**config.mk**
```make
export PLATFORM = sky130hd
export DESIGN_NAME = serial_adder_flat
export DESIGN_NICKNAME = d
export VERILOG_FILES = /design/src/rtl/serial_adder_if.sv /design/src/rtl/serial_adder.sv /design/src/flat_wrapper.sv
export SDC_FILE = /design/constraint.sdc
export NUM_CORES = 1
export LEC_CHECK = 0
export CAP_MARGIN = 10
export CORE_ASPECT_RATIO = 1.5
export CORE_MARGIN = 1
export CORE_UTILIZATION = 42
export CTS_CLUSTER_SIZE = 25
export DETAILED_ROUTE_END_ITERATION = 7
export GPL_TIMING_DRIVEN = 0
export PLACE_DENSITY_LB_ADDON = 0.08
export SLEW_MARGIN = 20
export SYNTH_ARGS = -nofsm -noshare
export SYNTH_HDL_FRONTEND = slang
export SYNTH_SLANG_ARGS = --single-unit
```
**constraint.sdc**
```tcl
create_clock -name clk -period 2.7 [get_ports clk]
set_input_delay 0.54 -clock clk [delete_from_list [all_inputs] [get_ports clk]]
set_output_delay 0.54 -clock clk [all_outputs]
set_load 0.005 [all_outputs]
```
**src/rtl/serial_adder_if.sv**
```systemverilog
// Handshake and data bundle between a requester, the serial adder and a consumer.
// The requester/consumer side uses the master modport; the adder uses slave.
interface serial_adder_if #(
    parameter int unsigned W = 8
);
    logic         in_valid;
    logic         in_ready;
    logic [W-1:0] a;
    logic [W-1:0] b;
    logic         cin;
    logic         sub;
    logic         out_valid;
    logic         out_ready;
    logic [W-1:0] sum;
    logic         cout;
    logic         ovf;
    logic         busy;

    modport master (
        output in_valid,
        output a,
        output b,
        output cin,
        output sub,
        output out_ready,
        input  in_ready,
        input  out_valid,
        input  sum,
        input  cout,
        input  ovf,
        input  busy
    );

    modport slave (
        input  in_valid,
        input  a,
        input  b,
        input  cin,
        input  sub,
        input  out_ready,
        output in_ready,
        output out_valid,
        output sum,
        output cout,
        output ovf,
        output busy
    );
endinterface

```
**src/rtl/serial_adder.sv**
```systemverilog
// Multi-cycle adder/subtractor: one K-bit slice per clock, W/K slices per operation,
// with the carry held in a register between slices and valid/ready on both sides.
module serial_adder #(
    parameter int unsigned W = 8,
    parameter int unsigned K = 1
) (
    input  logic           clk,
    input  logic           rst_n,
    serial_adder_if.slave  bus
);

    localparam int unsigned NSlice = W / K;
    localparam int unsigned CntW   = (NSlice > 1) ? $clog2(NSlice) : 1;

    typedef enum logic [1:0] {
        StIdle,
        StRun,
        StDone
    } state_e;

    state_e          state_q, state_d;
    logic [W-1:0]    a_q, a_d;
    logic [W-1:0]    b_q, b_d;
    logic [W-1:0]    sum_q, sum_d;
    logic            carry_q, carry_d;
    logic            cout_q, cout_d;
    logic            ovf_q, ovf_d;
    logic [CntW-1:0] cnt_q, cnt_d;

    logic [K:0]      slice_sum;
    logic [W-1:0]    slice_ext;
    logic            carry_into_msb;
    logic            last_slice;

    always_comb begin
        slice_sum = {1'b0, a_q[K-1:0]} + {1'b0, b_q[K-1:0]} + {{K{1'b0}}, carry_q};
        slice_ext = W'(slice_sum[K-1:0]);
        // On the final slice bit K-1 is the word MSB; its carry-in is recovered from the sum bit.
        carry_into_msb = slice_sum[K-1] ^ a_q[K-1] ^ b_q[K-1];
        last_slice     = (cnt_q == CntW'(NSlice - 1));

        state_d = state_q;
        a_d     = a_q;
        b_d     = b_q;
        sum_d   = sum_q;
        carry_d = carry_q;
        cout_d  = cout_q;
        ovf_d   = ovf_q;
        cnt_d   = cnt_q;

        case (state_q)
            StIdle: begin
                if (bus.in_valid) begin
                    a_d     = bus.a;
                    b_d     = bus.sub ? ~bus.b : bus.b;
                    carry_d = bus.sub ? 1'b1 : bus.cin;
                    cnt_d   = '0;
                    state_d = StRun;
                end
            end
            StRun: begin
                a_d     = a_q >> K;
                b_d     = b_q >> K;
                sum_d   = (sum_q >> K) | (slice_ext << (W - K));
                carry_d = slice_sum[K];
                cnt_d   = cnt_q + CntW'(1);
                if (last_slice) begin
                    cout_d  = slice_sum[K];
                    ovf_d   = carry_into_msb ^ slice_sum[K];
                    state_d = StDone;
                end
            end
            StDone: begin
                if (bus.out_ready) begin
                    state_d = StIdle;
                end
            end
            default: begin
                state_d = StIdle;
            end
        endcase
    end

    always_ff @(posedge clk) begin
        if (!rst_n) begin
            state_q <= StIdle;
            a_q     <= '0;
            b_q     <= '0;
            sum_q   <= '0;
            carry_q <= 1'b0;
            cout_q  <= 1'b0;
            ovf_q   <= 1'b0;
            cnt_q   <= '0;
        end else begin
            state_q <= state_d;
            a_q     <= a_d;
            b_q     <= b_d;
            sum_q   <= sum_d;
            carry_q <= carry_d;
            cout_q  <= cout_d;
            ovf_q   <= ovf_d;
            cnt_q   <= cnt_d;
        end
    end

    assign bus.in_ready  = (state_q == StIdle);
    assign bus.out_valid = (state_q == StDone);
    assign bus.busy      = (state_q != StIdle);
    assign bus.sum       = sum_q;
    assign bus.cout      = cout_q;
    assign bus.ovf       = ovf_q;

endmodule

```
**src/flat_wrapper.sv**
```systemverilog
// flat-port wrapper written by rule: the top's interface ports become plain ports
module serial_adder_flat 
#(
    parameter int unsigned W = 8,
    parameter int unsigned K = 1
)
  (clk, rst_n, bus_in_valid, bus_a, bus_b, bus_cin, bus_sub, bus_out_ready, bus_in_ready, bus_out_valid, bus_sum, bus_cout, bus_ovf, bus_busy);
  serial_adder_if #(.W(W)) bus_i ();
  input  logic clk;
  input  logic rst_n;
  input wire logic [$bits(bus_i.in_valid)-1:0] bus_in_valid;
  input wire logic [$bits(bus_i.a)-1:0] bus_a;
  input wire logic [$bits(bus_i.b)-1:0] bus_b;
  input wire logic [$bits(bus_i.cin)-1:0] bus_cin;
  input wire logic [$bits(bus_i.sub)-1:0] bus_sub;
  input wire logic [$bits(bus_i.out_ready)-1:0] bus_out_ready;
  output wire logic [$bits(bus_i.in_ready)-1:0] bus_in_ready;
  output wire logic [$bits(bus_i.out_valid)-1:0] bus_out_valid;
  output wire logic [$bits(bus_i.sum)-1:0] bus_sum;
  output wire logic [$bits(bus_i.cout)-1:0] bus_cout;
  output wire logic [$bits(bus_i.ovf)-1:0] bus_ovf;
  output wire logic [$bits(bus_i.busy)-1:0] bus_busy;
  assign bus_i.in_valid = bus_in_valid;
  assign bus_i.a = bus_a;
  assign bus_i.b = bus_b;
  assign bus_i.cin = bus_cin;
  assign bus_i.sub = bus_sub;
  assign bus_i.out_ready = bus_out_ready;
  assign bus_in_ready = bus_i.in_ready;
  assign bus_out_valid = bus_i.out_valid;
  assign bus_sum = bus_i.sum;
  assign bus_cout = bus_i.cout;
  assign bus_ovf = bus_i.ovf;
  assign bus_busy = bus_i.busy;
  serial_adder #(.W(W), .K(K)) u_core (.clk(clk), .rst_n(rst_n), .bus(bus_i));
endmodule
```
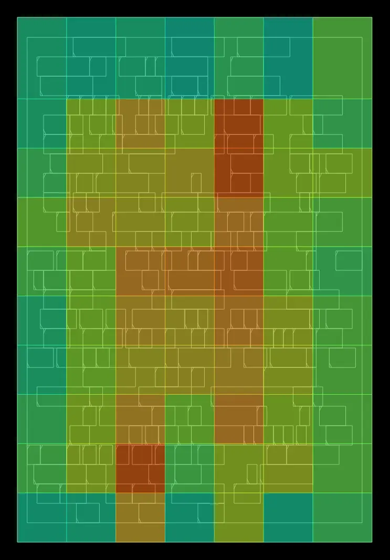
Figure 1: congestion heat map.
Most Crowded Layer GR: met2
global-route total usage across every layer: 0.1814
fin util: 0.5933

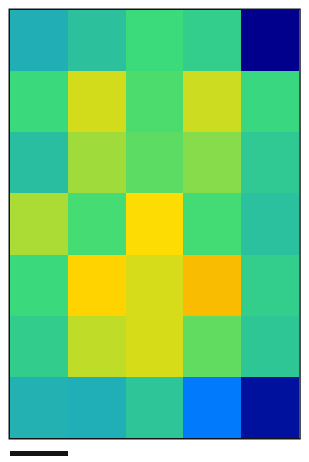
Figure 2: local utilization.
Scale bar: 10 um. The die is cut into 5 by 7 equal tiles; dark blue is low, red is high, 0 to 100% covered.
nearly empty tiles: 2.9%
emptiest ninth of the die: south-east
densest ninth of the die: centre
tiles over 75% full: 5.7%
mean over tiles: 50%
fp util: 0.4490
placeable core area: 3191 um^2

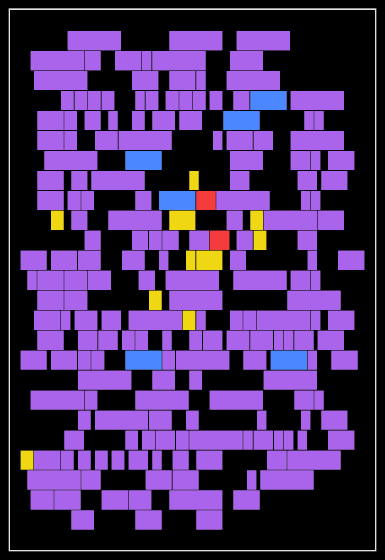
Figure 3: cells by drive strength.
legend:
  drive 2:
    colour: yellow
    cells: 10
    share: 5.0%
    most_used: buf_2
  drive 3 to 4:
    colour: red
    cells: 2
    share: 1.0%
    most_used: buf_4
  drive 6 and up:
    colour: blue
    cells: 6
    share: 3.0%
    most_used: clkbuf_8
  drive 1 or less:
    colour: purple
    cells: 183
    share: 91%
Finished Cell Area: 1893 um^2
non-clock buffer count in the final layout: 43
area growth from synthesis to layout: 32.14%

==> results.json <==
{
  "holdPathStages": 2,
  "min-delay-start": "u_core.bus.sum[0]$_SDFFE_PN0P_",
  "clock_tree_from_tritoncts": "done",
  "synth_cells": 161,
  "detail_route.drc_violations": 0,
  "final-max-slew-violation-count": 0,
  "post_synth_num_cell_types": 31,
  "cts.hold.buffers_added": 0,
  "critical_path.top_delay_family": "buffers and inverters",
  "synthDominantCellAreaShare": 0.4472,
  "data_required_time_at_the_worst_endpoint_ns": 2.16,
  "floorplan.die.width_um": 49.69,
  "synth.area.top_cells": "dfxtp_1, o21ai_1, xor2_1",
  "routed_wl_mm": 3.143,
  "dominantRegCellSynth": "dfxtp_1",
  "cts_setup_buffers": 0,
  "max_clock_freq_mhz": 473.9,
  "pwr_density_cell_nw_per_um2": 560.3,
  "worst_hold_path_type": "reg -> reg",
  "insertedDiodeCount": 0,
  "unrepaired_setup_endpoints_after_global_routing": "no",
  "yosys-stat-cells": 161,
  "post_synth_tally_of_flip_flops_with_integrated_enable": 0,
  "depth_of_the_critical_timing_path_with_buffers_and_inverters_included": 4,
  "crit_chain": "buf_4 -> buf_2 -> nor2_1 -> clkdlybuf4s50_1",
  "cts-resized-gates": 0,
  "globalRouteOverflowTotal": 0,
  "outcome": "complete, no violations",
  "clk_transition_reported_paths_ns": 0.06,
  "tritoncts_num_sinks": 32,
  "via_count": 1292,
  "max_slew_margin": 0.6812,
  "nets": 225,
  "critical_path.max_stage_delay_ns": 0.50,
  "holdPathEnd": "u_core.bus.sum[0]$_SDFFE_PN0P_",
  "floorplan_die_area_um2": 3653,
  "cp_max_fo": 10,
  "leakage_nw": 0.7101
}
## where the power goes
| group | internal [mW] | switching, mW |
|---|---|---|
| sequential | 0.500 | 0.0180 |
| clock | 0.208 | 0.163 |
| combinational | 0.0899 | 0.0821 |
## routing by layer
metal | GRT usage | share of wire | vias to the layer above
met5 | 0 | 0 | -
met4 | 0.06667 | 0.011 | 0
met3 | 0.04348 | 0.059 | 4
met2 | 0.3468 | 0.53 | 49
met1 | 0.1873 | 0.40 | 598
li1 | - | - | 641
## cells in the final DEF, fill, tap and decap left out, types with 2 or more instances in the layout
master            n
buf_2             6
o2bb2ai_1         3
nand2_1          18
o22ai_1           4
dfxtp_1          32
nand2b_1          2
xnor2_1           3
inv_2             2
clkbuf_1          5
ha_1              2
buf_4             2
o21ai_1          16
clkbuf_8          6
a22oi_1           9
nor2_1            6
clkdlybuf4s50_1  32
a32oi_1           2
xor2_1            8
a21oi_1           8
nand3_1           8
a21boi_1          8
nor2b_1           8
## stage by stage
step           total power [mW]  worst slack [ns]  area [um^2]
2_1_floorplan            0.6343             1.381         1433
3_3_place_gp             0.6934            0.8997         1803
3_5_place_dp             0.7005            0.8941         1803
4_1_cts                   1.075            0.5794         1893
5_1_grt                   1.109            0.5169         1893
6_report                  1.061            0.5898         1893
## logic make-up after synthesis
family          Yosys count  share of synthesized area
mux                       1                   0.006987
buf+inv                  14                    0.04716
flops                    32                     0.4472
compound gates           56                     0.2550
xor+xnor                 11                    0.06725
simple gates             44                     0.1450
fa+ha+maj                 3                    0.03144
## area by class of cell
type | count | area, um^2
fill | 320 | 1297
multi-input combinational | 115 | 724.4
sequential | 32 | 640.6
timing repair buffer | 32 | 320.3
clock buffer | 8 | 90.09
buffer | 11 | 56.30
tap | 40 | 50.05
inverter | 3 | 11.26
No activity file was given, so power comes from the tool's default toggle rates.
